==> run_1/zoom.png <==
The bar under the picture is 5 µm long. Region (23, 36) to (43, 56) µm. Cells in gray, sequential cells in the stronger gray; small squares are vias.
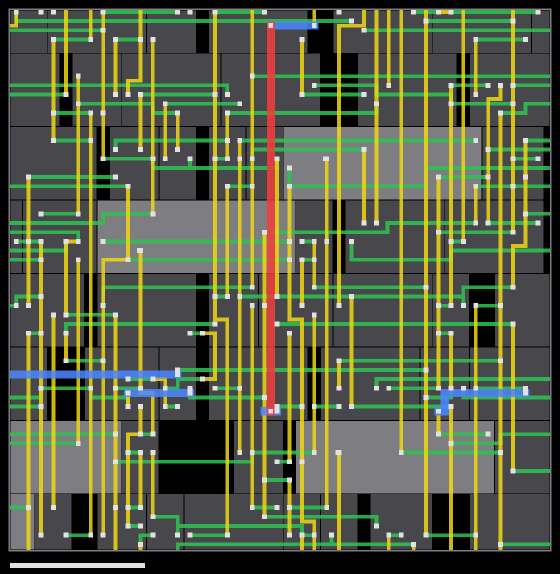
==> run_1/gate_families.png <==
The bar under the picture is 20 µm long.
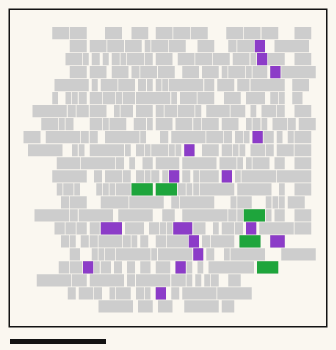
==> run_1/registers.png <==
The bar under the picture is 20 µm long.
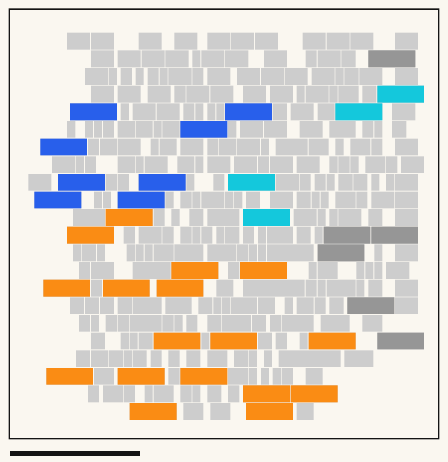
==> run_1/metal_stack.png <==
The bar under the picture is 20 µm long.
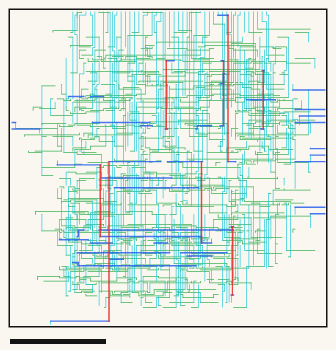
### src/rtl/uart_pkg.sv
// uart_pkg
// Shared definitions for the UART transmit path: default bit timing, frame
// length, the arbiter state encoding and a helper for sizing index fields.
// No ports; imported by uart_tx_arbiter and rr_pick.
package uart_pkg;

  localparam int DEFAULT_CLKS_PER_BIT = 10417;
  localparam int UART_FRAME_BITS      = 10;

  typedef enum logic [1:0] {
    IDLE,
    WAIT_DONE,
    GAP
  } arb_state_e;

  // Width of an index into n items; a single item still needs one bit.
  function automatic int id_width(input int n);
    return (n <= 1) ? 1 : $clog2(n);
  endfunction

endpackage

### src/rtl/uart_tx_arbiter_rr_pick.sv
// rr_pick
// Combinational round-robin picker. Chooses the first set request strictly
// after last_grant, wrapping to the lowest index at or below last_grant.
// Ports:
//   req          in   NUM_REQ  request vector
//   last_grant   in   ID_W     index granted most recently
//   grant_onehot out  NUM_REQ  one-hot winner (zero when no request)
//   grant_idx    out  ID_W     winner index (last_grant when no request)
//   grant_valid  out  1        at least one request present
module rr_pick
  import uart_pkg::*;
#(
  parameter int NUM_REQ = 4,
  parameter int ID_W    = id_width(NUM_REQ)
) (
  input  logic [NUM_REQ-1:0] req,
  input  logic [ID_W-1:0]    last_grant,
  output logic [NUM_REQ-1:0] grant_onehot,
  output logic [ID_W-1:0]    grant_idx,
  output logic               grant_valid
);

  logic            found_hi;
  logic            found_lo;
  logic [ID_W-1:0] idx_hi;
  logic [ID_W-1:0] idx_lo;

  // Split requests into those above last_grant and those at or below it.
  // Scanning downward leaves the lowest index in each half, so no modulo
  // arithmetic is needed and NUM_REQ need not be a power of two.
  always_comb begin
    found_hi = 1'b0;
    found_lo = 1'b0;
    idx_hi   = '0;
    idx_lo   = '0;
    for (int i = NUM_REQ - 1; i >= 0; i--) begin
      if (req[i]) begin
        if (ID_W'(i) > last_grant) begin
          found_hi = 1'b1;
          idx_hi   = ID_W'(i);
        end else begin
          found_lo = 1'b1;
          idx_lo   = ID_W'(i);
        end
      end
    end
  end

  always_comb begin
    grant_valid  = found_hi | found_lo;
    grant_idx    = found_hi ? idx_hi : (found_lo ? idx_lo : last_grant);
    grant_onehot = grant_valid ? (NUM_REQ'(1) << grant_idx) : '0;
  end

endmodule

### src/rtl/uart_tx_arbiter.sv
// uart_tx_arbiter
// Shares one UART transmitter between NUM_REQ byte sources. Grants one byte
// per turn in round-robin order, waits for the transmitter's done pulse (or a
// watchdog timeout), then holds an idle gap before the next grant.
// Ports:
//   clk_100mhz   in   1          system clock
//   btn_reset_n  in   1          synchronous active-low reset
//   req_valid    in   NUM_REQ    requester i has a byte pending
//   req_data     in   8*NUM_REQ  byte of requester i at [8*i+7:8*i]
//   req_ack      out  NUM_REQ    one-hot capture pulse
//   tx_dv        out  1          start pulse to the transmitter
//   tx_byte      out  8          byte being transmitted
//   tx_active    in   1          transmitter busy
//   tx_done      in   1          transmitter completion pulse
//   busy         out  1          arbiter not idle
//   grant_id     out  ID_W       last granted requester
//   err_timeout  out  1          pulse when tx_done did not arrive in time
module uart_tx_arbiter
  import uart_pkg::*;
#(
  parameter int NUM_REQ      = 4,
  parameter int CLKS_PER_BIT = DEFAULT_CLKS_PER_BIT,
  parameter int GAP_CLKS     = CLKS_PER_BIT,
  parameter int TIMEOUT_CLKS = (UART_FRAME_BITS + 2) * CLKS_PER_BIT
) (
  input  logic                          clk_100mhz,
  input  logic                          btn_reset_n,
  input  logic [NUM_REQ-1:0]            req_valid,
  input  logic [8*NUM_REQ-1:0]          req_data,
  output logic [NUM_REQ-1:0]            req_ack,
  output logic                          tx_dv,
  output logic [7:0]                    tx_byte,
  input  logic                          tx_active,
  input  logic                          tx_done,
  output logic                          busy,
  output logic [id_width(NUM_REQ)-1:0]  grant_id,
  output logic                          err_timeout
);

  localparam int ID_W    = id_width(NUM_REQ);
  localparam int CNT_MAX = (TIMEOUT_CLKS > GAP_CLKS) ? TIMEOUT_CLKS : GAP_CLKS;
  localparam int CNT_W   = $clog2(CNT_MAX + 1);

  localparam logic [CNT_W-1:0] TIMEOUT_LAST = CNT_W'(TIMEOUT_CLKS - 1);
  localparam logic [CNT_W-1:0] GAP_LAST     = (GAP_CLKS > 0) ? CNT_W'(GAP_CLKS - 1) : '0;
  localparam logic [ID_W-1:0]  RESET_GRANT  = ID_W'(NUM_REQ - 1);
  localparam arb_state_e       AFTER_BYTE   = (GAP_CLKS == 0) ? IDLE : GAP;

  arb_state_e           state_q, state_d;
  logic [CNT_W-1:0]     cnt_q, cnt_d;
  logic [NUM_REQ-1:0]   req_ack_q, req_ack_d;
  logic                 tx_dv_q, tx_dv_d;
  logic [7:0]           tx_byte_q, tx_byte_d;
  logic [ID_W-1:0]      grant_id_q, grant_id_d;
  logic                 err_timeout_q, err_timeout_d;

  logic [NUM_REQ-1:0]   pick_onehot;
  logic [ID_W-1:0]      pick_idx;
  logic                 pick_valid;

  rr_pick #(
    .NUM_REQ (NUM_REQ),
    .ID_W    (ID_W)
  ) u_rr_pick (
    .req          (req_valid),
    .last_grant   (grant_id_q),
    .grant_onehot (pick_onehot),
    .grant_idx    (pick_idx),
    .grant_valid  (pick_valid)
  );

  // Next-state logic. The shared counter times the watchdog in WAIT_DONE and
  // the idle gap in GAP; it is cleared on every state change.
  always_comb begin
    state_d       = state_q;
    cnt_d         = cnt_q;
    req_ack_d     = '0;
    tx_dv_d       = 1'b0;
    tx_byte_d     = tx_byte_q;
    grant_id_d    = grant_id_q;
    err_timeout_d = 1'b0;

    case (state_q)
      IDLE: begin
        if (pick_valid && !tx_active) begin
          for (int i = 0; i < NUM_REQ; i++) begin
            if (pick_onehot[i]) begin
              tx_byte_d = req_data[8*i +: 8];
            end
          end
          tx_dv_d    = 1'b1;
          req_ack_d  = pick_onehot;
          grant_id_d = pick_idx;
          cnt_d      = '0;
          state_d    = WAIT_DONE;
        end
      end

      WAIT_DONE: begin
        // A done pulse landing on the timeout cycle counts as success.
        if (tx_done) begin
          cnt_d   = '0;
          state_d = AFTER_BYTE;
        end else if (cnt_q == TIMEOUT_LAST) begin
          err_timeout_d = 1'b1;
          cnt_d         = '0;
          state_d       = AFTER_BYTE;
        end else begin
          cnt_d = cnt_q + CNT_W'(1);
        end
      end

      GAP: begin
        if (cnt_q == GAP_LAST) begin
          cnt_d   = '0;
          state_d = IDLE;
        end else begin
          cnt_d = cnt_q + CNT_W'(1);
        end
      end

      default: begin
        cnt_d   = '0;
        state_d = IDLE;
      end
    endcase
  end

  // State register; reset abandons any byte in flight.
  always_ff @(posedge clk_100mhz) begin
    if (!btn_reset_n) begin
      state_q       <= IDLE;
      cnt_q         <= '0;
      req_ack_q     <= '0;
      tx_dv_q       <= 1'b0;
      tx_byte_q     <= 8'h00;
      grant_id_q    <= RESET_GRANT;
      err_timeout_q <= 1'b0;
    end else begin
      state_q       <= state_d;
      cnt_q         <= cnt_d;
      req_ack_q     <= req_ack_d;
      tx_dv_q       <= tx_dv_d;
      tx_byte_q     <= tx_byte_d;
      grant_id_q    <= grant_id_d;
      err_timeout_q <= err_timeout_d;
    end
  end

  assign req_ack     = req_ack_q;
  assign tx_dv       = tx_dv_q;
  assign tx_byte     = tx_byte_q;
  assign grant_id    = grant_id_q;
  assign err_timeout = err_timeout_q;
  assign busy        = (state_q != IDLE);

endmodule

### config.mk
export PLATFORM = sky130hd
export DESIGN_NAME = uart_tx_arbiter
export DESIGN_NICKNAME = d
export VERILOG_FILES = /design/src/rtl/uart_pkg.sv /design/src/rtl/uart_tx_arbiter_rr_pick.sv /design/src/rtl/uart_tx_arbiter.sv
export SDC_FILE = /design/constraint.sdc
export NUM_CORES = 1
export LEC_CHECK = 0
export CAP_MARGIN = 25
export CORE_MARGIN = 2
export CORE_UTILIZATION = 54
export CTS_BUF_LIST = sky130_fd_sc_hd__clkbuf_8
export DETAILED_ROUTE_END_ITERATION = 12
export PLACE_DENSITY = 0.95
export SLEW_MARGIN = 40
export SYNTH_ARGS = -nofsm -noshare
export SYNTH_HDL_FRONTEND = slang
export SYNTH_HIERARCHICAL = 1
export SYNTH_SLANG_ARGS = --single-unit
export TNS_END_PERCENT = 100
### constraint.sdc
create_clock -name clk_100mhz -period 4.5 [get_ports clk_100mhz]
set_clock_uncertainty 0.05 [all_clocks]
set_input_delay 0.9 -clock clk_100mhz [delete_from_list [all_inputs] [get_ports clk_100mhz]]
set_output_delay 0.9 -clock clk_100mhz [all_outputs]
set_load 0.01 [all_outputs]
==> notes.md, run 1 <==
Implementation numbers.

- Of all flip-flops after synthesis, the portion carrying an async set or reset was 0%.
- The placed cell area is 0.002650 mm².
- The top-level port count is 57.
- The number of nets at floorplan is 305.
- The run finished with clean final reports.
- The mean instance size in the synthesized netlist is 7.988 µm².
- The dominant logic cell type in the layout is sky130_fd_sc_hd__clkdlybuf4s50_1.
- The cell at the root of the clock tree is sky130_fd_sc_hd__clkbuf_8.
- The startpoint type of the worst setup path is an input pin.
- For the completed layout, the total cell area is recorded as 0.002723 mm².
- The maximum clock frequency is 298.7 MHz.
- The flow measured a signed area growth from synthesis to layout of 31.08%.
- The analysis attributes to cell leakage a power of 0.9622 nW.
- The detailed-router iteration count before antenna repair is 4.
- The post-synth count of flops with an enable pin is 0.
- For this run, the script counts the antenna cells in the layout as 0.
- The mapped netlist covers 0.002077 mm².
- The synthesis area per yosys is 0.002077 mm².
- In the synthesized netlist, the number of instances is 260.
- The category of the critical setup timing path is input pin to flip-flop.
- Per the summary, power density relative to cell area is 293.4 mW/mm².
- The via count of the first global-routing pass came to 1,853.
- The largest fanout on the critical path is 18.
- The register area share after synthesis is 33.73%.
- The script logs the ratio of routed vias to standard cells as 5.875.
- The clock net sink count is 35.
- After the first detailed-routing iteration, the DRC count stood at 128.
- The main flop type after synthesis is sky130_fd_sc_hd__dfxtp_1.
- The buffer count from post-CTS setup fixing is 0.
- The setup slack of the most critical reg-to-reg path is 1.78 ns.
- The cell taking the most area after synthesis is sky130_fd_sc_hd__dfxtp_1.
- The buffer_ports step reported a buffer count of 56.
- The total die area is 0.004359 mm².
- The floorplan has 22 rows.
- The report puts the cell count of the worst reg-to-reg path at 8.
- The timing endpoint of the critical path is tx_byte[3]$_SDFFE_PN0P_.
## Picture notes: zoom.png
red -> met4
yellow -> met2
blue -> met3
green -> met1
most frequent = clkdlybuf4s50_1 (14), nor2_1 (8)
sequential cells in the window = 4
cells with their middle in the window = 49
netlist names of flops here include = `tx_byte` (3), `req_ack` (1)

## Picture notes: gate_families.png
purple -> AND and OR gates  # cells 16
green -> adder and majority cells  # cells 5
combinational share of cell area: 47.43%
Cell Count, Final, Fillers Out: 359

## Picture notes: registers.png
blue -> `tx_byte`  # placed flops 8
cyan -> `req_ack`  # placed flops 4
orange -> `cnt_q`  # placed flops 17
not colored = 6
final cell utilization of the core: 73.81%
Flop+latch power: 0.000346 W
fraction of area in registers: 25.74%
flip-flop and latch area: 700.7 µm²

## Picture notes: metal_stack.png
blue -> met3  # wire length 296 µm
green -> met1  # wire length 2,320 µm
cyan -> met2  # wire length 2,680 µm
red -> met4  # wire length 150 µm
count of vias placed by the detailed router: 2,109
detailed-route wire length: 5442 µm
total global-route track usage: 25.71%
DR WL/cell: 15.16 µm

run 1: worst max-delay path, delay by kind of cell:
family          cells  cell delay (ns)
buf+inv             1             0.50
simple gates        5             1.17
compound gates      3             0.87
run 1: power breakdown:
part           total [W]  leakage, nW  internal, W  switching [W]
clock           0.000207       0.0413     0.000101       0.000106
combinational   0.000246        0.636     0.000118       0.000128
sequential      0.000346        0.285     0.000330      0.0000157
total           0.000799        0.962     0.000549       0.000249
run 1: flip-flops by register name, indices dropped and copies added (netlist names):
signal       flops
err_timeout      1
tx_dv            1
cnt_q           17
req_ack          4
state_q          2
grant_id         2
tx_byte          8
run 1: kinds of logic after synthesis:
kind of cell	share of synthesized area (%)
flip-flops	33.73
AND/OR/NAND/NOR	29.40
buffers and inverters	4.096
adder cells (fa/ha/maj)	3.012
multiplexers	6.265
AND-OR/OR-AND	20.54
XOR/XNOR	2.952
run 1: per-layer routing:
layer  global-route usage [%]  wire (µm)  vias up
met5                        0          0        -
met3                    4.089        296       16
li1                         -          -     1025
met4                    11.22        150        0
met1                    33.96       2318      994
met2                    41.29       2677       74
run 1: area by class of cell:
cell class	count	area [µm²]	share of cell area (%)
well taps	48	60.06	2.206
multi-input cells	204	1291	47.43
clock inverters	1	3.754	0.1379
repair buffers	56	560.5	20.59
flip-flops and latches	35	700.7	25.74
inverters	10	37.54	1.379
clock buffers	5	68.82	2.528
run 1: metrics by stage:
step | setup slack, ns | instances | total power [W] | utilization, %
CTS | 1.162 | 359 | 0.0007999 | 73.81
floorplan | 1.822 | 260 | 0.0004939 | -
global route | 0.9023 | 359 | 0.0008409 | 73.81
finish | 1.152 | 359 | 0.0007988 | 73.81
global placement | 1.032 | 353 | 0.0005892 | 71.85
detailed placement | 0.9071 | 353 | 0.0005957 | 71.85
==> run 2, diff against run 1 <==
--- a/config.mk
+++ b/config.mk
@@ -7,10 +7,10 @@
 export LEC_CHECK = 0
 export CAP_MARGIN = 25
 export CORE_MARGIN = 2
-export CORE_UTILIZATION = 54
+export CORE_UTILIZATION = 45
 export CTS_BUF_LIST = sky130_fd_sc_hd__clkbuf_8
 export DETAILED_ROUTE_END_ITERATION = 12
-export PLACE_DENSITY = 0.95
+export PLACE_DENSITY = 0.86
 export SLEW_MARGIN = 40
 export SYNTH_ARGS = -nofsm -noshare
 export SYNTH_HDL_FRONTEND = slang
==> constraint.sdc (replaced) <==
create_clock -name clk_100mhz -period 2.9 [get_ports clk_100mhz]
set_clock_uncertainty 0.05 [all_clocks]
set_input_delay 0.58 -clock clk_100mhz [delete_from_list [all_inputs] [get_ports clk_100mhz]]
set_output_delay 0.58 -clock clk_100mhz [all_outputs]
set_load 0.01 [all_outputs]
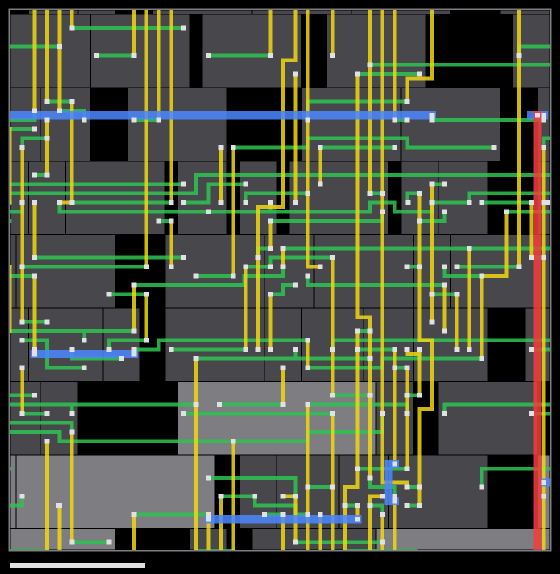
(run_2/zoom.png)
The bar under the picture is 5 µm long. Region (26, 40) to (46, 60) µm. Cells in gray, sequential cells in the stronger gray; small squares are vias.
red -> met4
green -> met1
blue -> met3
yellow -> met2
most frequent = clkdlybuf4s50_1 (12), nor2_1 (5), a21oi_1 (4)
sequential cells in the window = 2
cells with their middle in the window = 37
netlist names of flops here include = `cnt_q` (1), `tx_byte` (1)

==> run 2 against run 1 <==
  * Global-route usage decreased by 3.3 points
  * Non-clock buffer count rose by 5
  * First-iteration DRC count rose by 7.8%
  * Cell area grew 1.8%
  * Clock-buffer cell count did not move
  * Combinational power grew about 60%
  * Via count shrank 2.9%
  * Core utilization down 11 points
  * Sequential cell count stayed put
  * Clock power grew about 60%
  * Worst setup slack got worse by 0.73 ns
  * Wire length up 3.3%
  * Largest power group unchanged
==> notes.md, run 2 <==
Implementation numbers.

- The run finished with clean final reports.
- The detailed-route wire length on metal 1 was 2545 µm (+9.8%).
- The via count of the first global-routing pass is 1,917 (+3.5%).
- The routed wire length per instance is 15.28 µm (+0.78%).
- The top-level port count was 57 (unchanged).
- The largest fanout on the critical path is 16 (-2).
- The post-synthesis async set-or-reset flop share is 0% (unchanged).
- The count of non-filler cells in the finished layout is 368 (+2.5%).
- The combined area of all synthesized cells was 0.002077 mm² (unchanged).
- The area growth from synthesis to final layout is 33.43%.
- In this design, the largest share of critical-path delay is due to simple AND/OR/NAND/NOR gates.
- The final wirelength is 5622 µm (+3.3%).
- The mean instance size in the synthesized netlist is 7.988 µm² (unchanged).
- STA classifies the critical path startpoint as an input pin.
- The setup slack after layout came to 0.4269 ns (-0.7251 ns).
- The total die area is 0.005175 mm² (+19%).
- The number of port buffers is 56 (unchanged).
- The number of violations reported at the end of detailed-routing iteration 0 is 138 (+7.8%).
- The synthesis area per yosys is 0.002077 mm² (unchanged).
- The number of instances in the synthesized netlist was 260 (unchanged).
- The worst setup timing slack at the placement stage is 0.08260 ns (-0.8245 ns).
- Timing would allow up to 404.3 MHz.
- The number of vias in the routed layout came to 2,048 (-2.9%).
- The mean number of vias per cell is 5.565 (-5.3%).
- The detailed route wirelength on metal2 is 2806 µm (+4.8%).
- The buffer count from post-CTS setup fixing is 0 (unchanged).
- The number of flops mapped to enable cells by yosys was 0 (unchanged).
==> run 2: cell counts after synthesis <==
No cell type changed its count.
==> run 2: worst paths after layout <==
check,slack (ns),cells after the start,to
min reg2reg,0.44,2,state_q[1]$_SDFFE_PN0P_
max,0.43,9,tx_byte[0]$_SDFFE_PN0P_
min,0.44,2,state_q[1]$_SDFFE_PN0P_
max reg2reg,0.74,7,cnt_q[5]$_SDFFE_PN0P_
==> run 2: per-layer routing <==
| metal | vias up | GRT usage (%) |
|---|---|---|
| met1 | 957 | 29.43 |
| met2 | 51 | 36.21 |
| met4 | 0 | 8.805 |
| met3 | 8 | 4.583 |
| met5 | - | 0 |
| li1 | 1032 | - |
==> run 2: final cells by class <==
cell class | count | area (µm²)
well taps | 52 | 65.06
inverters | 10 | 37.54
repair buffers | 61 | 598.1
clock inverters | 1 | 3.754
clock buffers | 5 | 68.82
multi-input cells | 204 | 1297
flip-flops and latches | 35 | 700.7
fillers | 386 | 1643
==> run 2: power groups by stage <==
stage | clock [W] | sequential [W] | combinational [W]
global route | 0.000356 | 0.000540 | 0.000432
detailed placement | 0 | 0.000547 | 0.000386
global placement | 0 | 0.000546 | 0.000381
CTS | 0.000333 | 0.000536 | 0.000389
floorplan | 0 | 0.000553 | 0.000214
finish | 0.000331 | 0.000537 | 0.000394
==> run 2: cells by family after synthesis <==
family,synth area share (%)
AND-OR/OR-AND,20.54
XOR/XNOR,2.952
adder cells (fa/ha/maj),3.012
buffers and inverters,4.096
flip-flops,33.73
multiplexers,6.265
AND/OR/NAND/NOR,29.40
==> run 2: worst register-to-register path, delay by kind of cell, from the launching register on <==
family | cells | cell delay (ns)
fa+ha+maj | 1 | 0.26
flops | 1 | 0.41
simple gates | 2 | 0.48
compound gates | 4 | 0.86
==> run 3, diff against run 2 <==
--- a/config.mk
+++ b/config.mk
@@ -6,10 +6,11 @@
 export NUM_CORES = 1
 export LEC_CHECK = 0
 export CAP_MARGIN = 25
-export CORE_MARGIN = 2
+export CORE_MARGIN = 3
 export CORE_UTILIZATION = 45
 export CTS_BUF_LIST = sky130_fd_sc_hd__clkbuf_8
 export DETAILED_ROUTE_END_ITERATION = 12
+export GPL_TIMING_DRIVEN = 0
 export PLACE_DENSITY = 0.86
 export SLEW_MARGIN = 40
 export SYNTH_ARGS = -nofsm -noshare
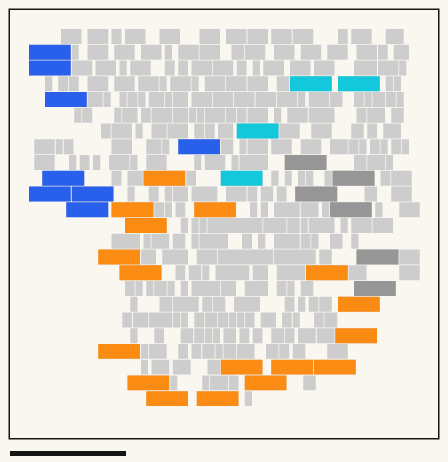
(run_3/registers.png)
The bar under the picture is 20 µm long.
cyan -> `req_ack`  # placed flops 4
blue -> `tx_byte`  # placed flops 8
orange -> `cnt_q`  # placed flops 17
not colored = 6
fraction of area in registers: 25.19%
Flop+latch power: 0.000531 W
final cell utilization of the core: 63.01%

==> run 3 against run 2 <==
  * Cell area rose by 0.36%
  * Non-clock buffer count rose by 4
  * Critical path depth rose by 1
  * Clock power fell by 2%
  * Combinational power rose by 2%
  * Final cell count rose by 1.6%
  * Worst hold slack got worse by 0.0035 ns
  * Critical path type unchanged
  * Largest cell class unchanged
==> notes.md, run 3 <==
Implementation numbers.

- The flow ran to the end, and the final reports show no timing, DRC or antenna violations.
- The startpoint type of the worst setup path is an input pin.
- The die is 73.94 µm wide.
- The largest fanout on the critical path was 10 (-6).
- In this run the critical register-to-register path is captured at tx_byte[7]$_SDFFE_PN0P_.
- The number of instances in the synthesized netlist came to 260 (unchanged).
- The cell taking the most area after synthesis is sky130_fd_sc_hd__dfxtp_1.
- The number of port buffers is 55 (-1.8%).
- The total die area is 0.005466 mm² (+5.6%).
- The family of cells with the greatest summed delay on the critical path is simple AND/OR/NAND/NOR gates.
- The logic depth of the worst register-to-register path is 11 (+4).
- The total area of sequential cells is 700.7 µm² (unchanged).
- The number of violations reported at the end of detailed-routing iteration 0 came to 141 (+2.2%).
- The post-synthesis async set-or-reset flop share came to 0% (unchanged).
- The routed wire length per instance was 14.51 µm (-5.1%).
- Entering global routing, the biggest net connects 11 pins.
- The top-level port count is 57 (unchanged).
- The number of diodes is 0.
- The mean instance size in the synthesized netlist came to 7.988 µm² (unchanged).
- The maximum clock frequency is 380.5 MHz (-5.9%).
- The timing endpoint of the critical path is tx_byte[7]$_SDFFE_PN0P_.
- The synthesis area per yosys is 0.002077 mm² (unchanged).
- The filler cell count is 384 (-0.52%).
- The number of vias in the routed layout came to 2,052 (+0.20%).
- The area growth from synthesis to final layout is 33.92%.
- The setup slack of the most critical reg-to-reg path came to 0.53 ns (-0.21 ns).
- The number of flops mapped to enable cells by yosys is 0 (unchanged).
- The final wirelength is 5425 µm (-3.5%).
- The footprint of the multi-input gates came to 0.001297 mm² (unchanged).
- The number of cells on the critical path is 10 (+1).
- The combined area of all synthesized cells was 0.002077 mm² (unchanged).
- The mean number of vias per cell is 5.487 (-1.4%).
run 3: cell count changes in the layout (fill, tap and decap cells not counted), sizes merged:
cell	delta
buf	+1
clkinv	+1
clkdlybuf4s50	-1
inv	+1
clkbuf	+4
run 3: through the flow:
stage	hold WS [ns]	setup WS, ns	util (%)	cells
2_1_floorplan	0.4015	0.5417	-	260
3_3_place_gp	0.4180	-0.2759	61.00	367
3_5_place_dp	0.4237	-0.2637	61.00	367
4_1_cts	0.4400	0.1058	62.87	375
5_1_grt	0.4655	0.07155	63.01	374
6_report	0.4389	0.2717	63.01	374
run 3: logic make-up (layout without fill, tap and decap cells):
kind of cell	Yosys count	count (layout)	synth area share (%)
simple gates	121	121	29.40
compound gates	58	58	20.54
flops	35	35	33.73
buf+inv	21	83	4.096
mux	13	13	6.265
xor+xnor	7	7	2.952
fa+ha+maj	5	5	3.012
run 3: power breakdown:
group / switching [W] / total, W / internal (W)
clock: 0.000163 / 0.000324 / 0.000161
sequential: 0.0000181 / 0.000531 / 0.000513
combinational: 0.000207 / 0.000401 / 0.000194
total: 0.000388 / 0.00126 / 0.000868
run 3: what timing repair did:
item,in CTS,in global routing
setup endpoints to repair,2,5
resized,1,1
pin swaps,0,1
setup buffers,0,1
hold buffers,0,0
run 3: cell type report:
cell class / count / area share [%]
Multi-Input combinational cell: 204 / 46.65
Sequential cell: 35 / 25.19
Timing Repair Buffer: 56 / 20.06
Clock buffer: 5 / 2.474
Tap cell: 52 / 2.339
Buffer: 9 / 1.484
Inverter: 10 / 1.350
Clock inverter: 3 / 0.4498
run 3: per-layer routing:
metal	up-vias	wire [µm]	part of all wire [%]	track usage, %
met5	-	0	0	0
met4	0	44	0.81	5.433
met3	4	169	3.1	3.514
met2	34	2749	51	33.07
met1	975	2461	45	26.10
li1	1039	-	-	-
Power and IR drop assume default switching activity.
